### Placed cells, one colour a class

Bar = 20 um.
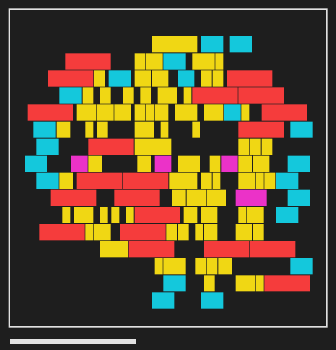
### I/O pins on the die edge

Pins as bars across the die edge, other pins in grey.
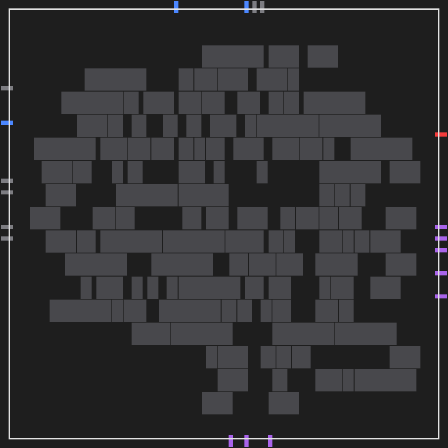
### Sizing map

Bar = 20 um.
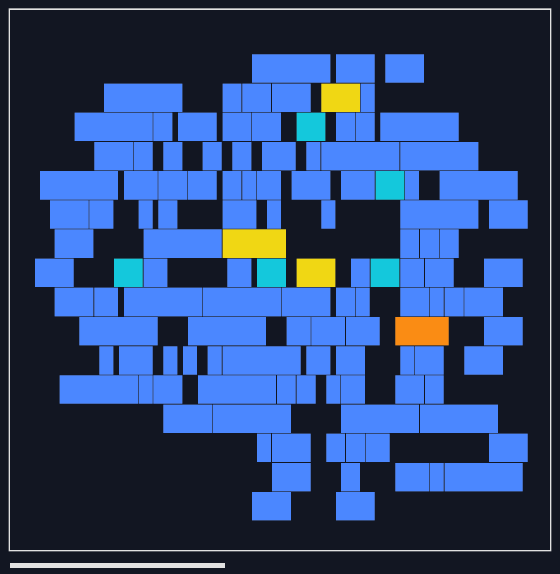
### Clock network drawn from the DEF

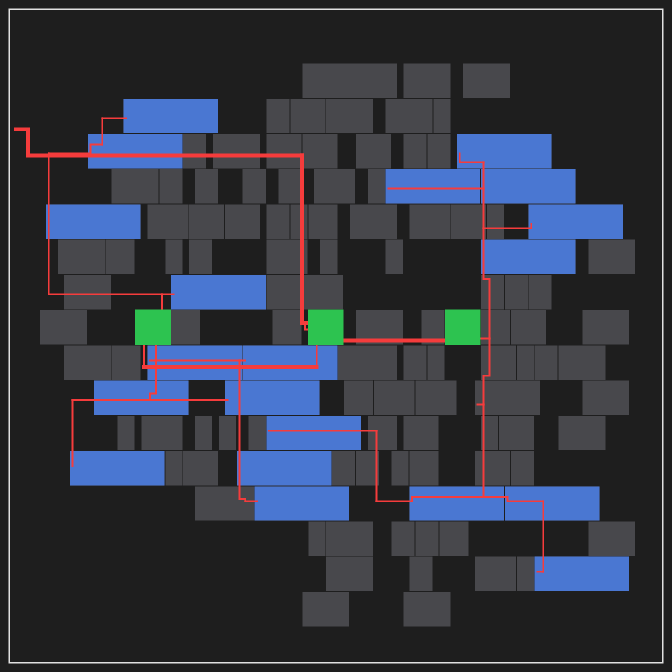
--- src/rtl/toggle_event_rx.sv ---
// Toggle-encoded event receiver: synchronizes an async toggle line,
// turns each level change into an event and queues it for a consumer.
module toggle_event_rx #(
  parameter int SYNC_STAGES = 2,
  parameter int PEND_MAX    = 4
) (
  input  logic                           clk,
  input  logic                           rst,
  input  logic                           tgl_in,
  input  logic                           evt_ready,
  input  logic                           clr_ovf,
  output logic                           evt_pulse,
  output logic                           evt_valid,
  output logic [$clog2(PEND_MAX+1)-1:0]  pend_cnt,
  output logic [7:0]                     evt_total,
  output logic                           ovf
);

  localparam int PW = $clog2(PEND_MAX + 1);
  localparam int CW = $clog2(SYNC_STAGES + 1);

  typedef enum logic {
    INIT = 1'b0,
    RUN  = 1'b1
  } state_t;

  state_t                 state;
  logic [CW-1:0]          init_cnt;
  logic [SYNC_STAGES-1:0] sync;
  logic                   tgl_s;
  logic                   tgl_d;
  logic                   edge_det;
  logic                   hs;
  logic                   full;
  logic                   drop;
  logic [PW-1:0]          pend_nxt;

  assign tgl_s = sync[SYNC_STAGES-1];

  // Synchronizer chain for the asynchronous toggle line
  always_ff @(posedge clk) begin
    if (!rst) begin
      sync <= '0;
    end else begin
      sync <= {sync[SYNC_STAGES-2:0], tgl_in};
    end
  end

  // Delayed copy; tracking it in INIT makes the release level the baseline
  always_ff @(posedge clk) begin
    if (!rst) begin
      tgl_d <= 1'b0;
    end else begin
      tgl_d <= tgl_s;
    end
  end

  // INIT masks edges until the chain and tgl_d have settled, then RUN forever
  always_ff @(posedge clk) begin
    if (!rst) begin
      state    <= INIT;
      init_cnt <= '0;
    end else begin
      unique case (state)
        INIT: begin
          if (init_cnt == CW'(SYNC_STAGES)) begin
            state <= RUN;
          end else begin
            init_cnt <= init_cnt + CW'(1);
          end
        end
        RUN: begin
          state <= RUN;
        end
        default: begin
          state <= INIT;
        end
      endcase
    end
  end

  assign edge_det = (state == RUN) && (tgl_s ^ tgl_d);
  assign hs       = evt_valid & evt_ready;
  assign full     = (pend_cnt == PW'(PEND_MAX));
  assign drop     = edge_det & ~hs & full;

  // Next pending count: an edge and a handshake in one cycle cancel out
  always_comb begin
    pend_nxt = pend_cnt;
    unique case (1'b1)
      (edge_det & ~hs & ~full): pend_nxt = pend_cnt + PW'(1);
      (~edge_det & hs):         pend_nxt = pend_cnt - PW'(1);
      default:                  pend_nxt = pend_cnt;
    endcase
  end

  // Pending queue depth and its registered valid flag
  always_ff @(posedge clk) begin
    if (!rst) begin
      pend_cnt  <= '0;
      evt_valid <= 1'b0;
    end else begin
      pend_cnt  <= pend_nxt;
      evt_valid <= (pend_nxt != '0);
    end
  end

  // One-cycle strobe per detected edge, dropped ones included
  always_ff @(posedge clk) begin
    if (!rst) begin
      evt_pulse <= 1'b0;
    end else begin
      evt_pulse <= edge_det;
    end
  end

  // Saturating total of every detected edge
  always_ff @(posedge clk) begin
    if (!rst) begin
      evt_total <= '0;
    end else if (edge_det && (evt_total != 8'hFF)) begin
      evt_total <= evt_total + 8'd1;
    end
  end

  // Sticky overflow; a drop in the clearing cycle keeps it set
  always_ff @(posedge clk) begin
    if (!rst) begin
      ovf <= 1'b0;
    end else if (drop) begin
      ovf <= 1'b1;
    end else if (clr_ovf) begin
      ovf <= 1'b0;
    end
  end

endmodule

--- config.mk ---
export PLATFORM = sky130hd
export DESIGN_NAME = toggle_event_rx
export DESIGN_NICKNAME = d
export VERILOG_FILES = /design/src/rtl/toggle_event_rx.sv
export SDC_FILE = /design/constraint.sdc
export NUM_CORES = 1
export LEC_CHECK = 0
export CAP_MARGIN = 20
export CORE_MARGIN = 2
export CORE_UTILIZATION = 42
export DETAILED_ROUTE_END_ITERATION = 10
export GPL_ROUTABILITY_DRIVEN = 1
export PLACE_DENSITY = 0.78
export SYNTH_ARGS = -nofsm -noshare
export SYNTH_HDL_FRONTEND = slang
export SYNTH_SLANG_ARGS = --single-unit
export TNS_END_PERCENT = 30
--- constraint.sdc ---
create_clock -name clk -period 2.9 [get_ports clk]
set_clock_uncertainty 0.2 [all_clocks]
set_input_delay 0.29 -clock clk [delete_from_list [all_inputs] [get_ports clk]]
set_output_delay 0.29 -clock clk [all_outputs]
set_load 0.02 [all_outputs]
==> notes.md <==
yosys + openroad results -> status=finished clean, Hold Path Stages=1, Worst Max-Slew Pin Slew=0.514 ns, Global Route Usage Sum=15.4%, hold endpoint=sync[1]$_SDFF_PN0_, crit start category=register, ant diodes=0, area of the multi-input gates=475 sq um, Latency at later pin=around 0.29 ns, slew margin rel.=65.6%, first-pass detailed-route iteration total=4, Cell Type Count=35, combinational power share=28.5%, CP max FO=6, # clk buffers=4, Post-Syn Area=roughly 900 sq um, PnR worst setup slack=0.625 ns, MI comb cells=72, Worst Path Buf+Inv=0, n_taps=27, Cell Chain, Critical Path=xor2_2, a21oi_1, fa_1, nor4b_1, a311o_1, o32ai_1, biggest area cells=dfxtp_1 44%, a21oi_1 4.4%, nor3_1 3.9%, routed length on met2=742 um, Critical Path Source=tgl_d$_SDFF_PN0_, GPL Wtd Cong=about 0.86, final setup fails=0, Final Hold Vio Count=0, Floorplan Nets=about 110, Fmax=440 MHz, Compound Share, Synth=19.0%, Max VDD drop=345 uV, and+or+nand+nor area frac=22.9%, reg2reg setup slack=0.63 ns, fraction of cell area in non-clock buffers=16.8%, met2 Use GR=23.2%, cts repair resizes=0, Seq cells=20, critical path type=reg -> reg, Non-clk invs=5, critical path depth=6, worst r2r src=tgl_d$_SDFF_PN0_, Worst R2R End=evt_valid$_SDFF_PN0_, dominant class by area=combinational gates, final period utilization=between 70% and 80%, Finished Core Util=between 50 and 60%, flop share of the area=34.5%
Back to the opening pictures, 'Placed cells, one colour a class':
red -> sequential cells  # cells 20
cyan -> remaining buffers and delay cells  # cells 20
magenta -> clock drivers and dummy loads  # cells 4
yellow -> combinational and other logic  # cells 77

Back to the opening pictures, 'I/O pins on the die edge':
red -> evt_pulse  # pins 1, direction output, edge east
purple -> evt_total  # pins 8, direction output, edge 5 east, 3 south
blue -> pend_cnt  # pins 3, direction output, edge 2 north, 1 west
Die Y: 50.3 um
die width: 50.3 um
I/O Buffers: 18

Back to the opening pictures, 'Sizing map':
blue -> _0 and _1 cells  # cells 112, share 93%
yellow -> _2 cells  # cells 3, share 2.5%
orange -> _6 and larger  # cells 1, share 0.83%
cyan -> _3 and _4 cells  # cells 5, share 4.1%

Back to the opening pictures, 'Clock network drawn from the DEF':
blue -> flip-flops  # count 20
red -> clock wires  # length 223 um
green -> clock drivers  # count 3
routed clock nets = 4

[Yosys cell counts, types with 2 or more instances]
cell type / instances
o21a_1: 2
nor3_1: 7
o21ai_0: 5
a211oi_1: 3
ha_1: 2
or3_1: 3
nor2_1: 9
dfxtp_1: 20
a21oi_1: 8
inv_1: 4
nand3_1: 2
nand2_1: 4
xnor2_1: 2
or4_1: 2
and2_1: 4
clkbuf_1: 2
o31ai_1: 2
[power groups by stage]
stage               Clock [uW]  Sequential, uW  Combinational [uW]
global placement             0             354                 196
global route               174             357                 226
CTS                        160             349                 203
floorplan                    0             363                 121
detailed placement           0             355                 202
finish                     156             350                 201
[flip-flops by register name, summed over array words and instances (netlist names)]
signal / flops
evt_total: 8
pend_cnt: 3
init_cnt: 2
sync: 2
evt_pulse: 1
evt_valid: 1
ovf: 1
state: 1
tgl_d: 1
Power figures rest on the tool's default switching activity, not on a simulated workload.
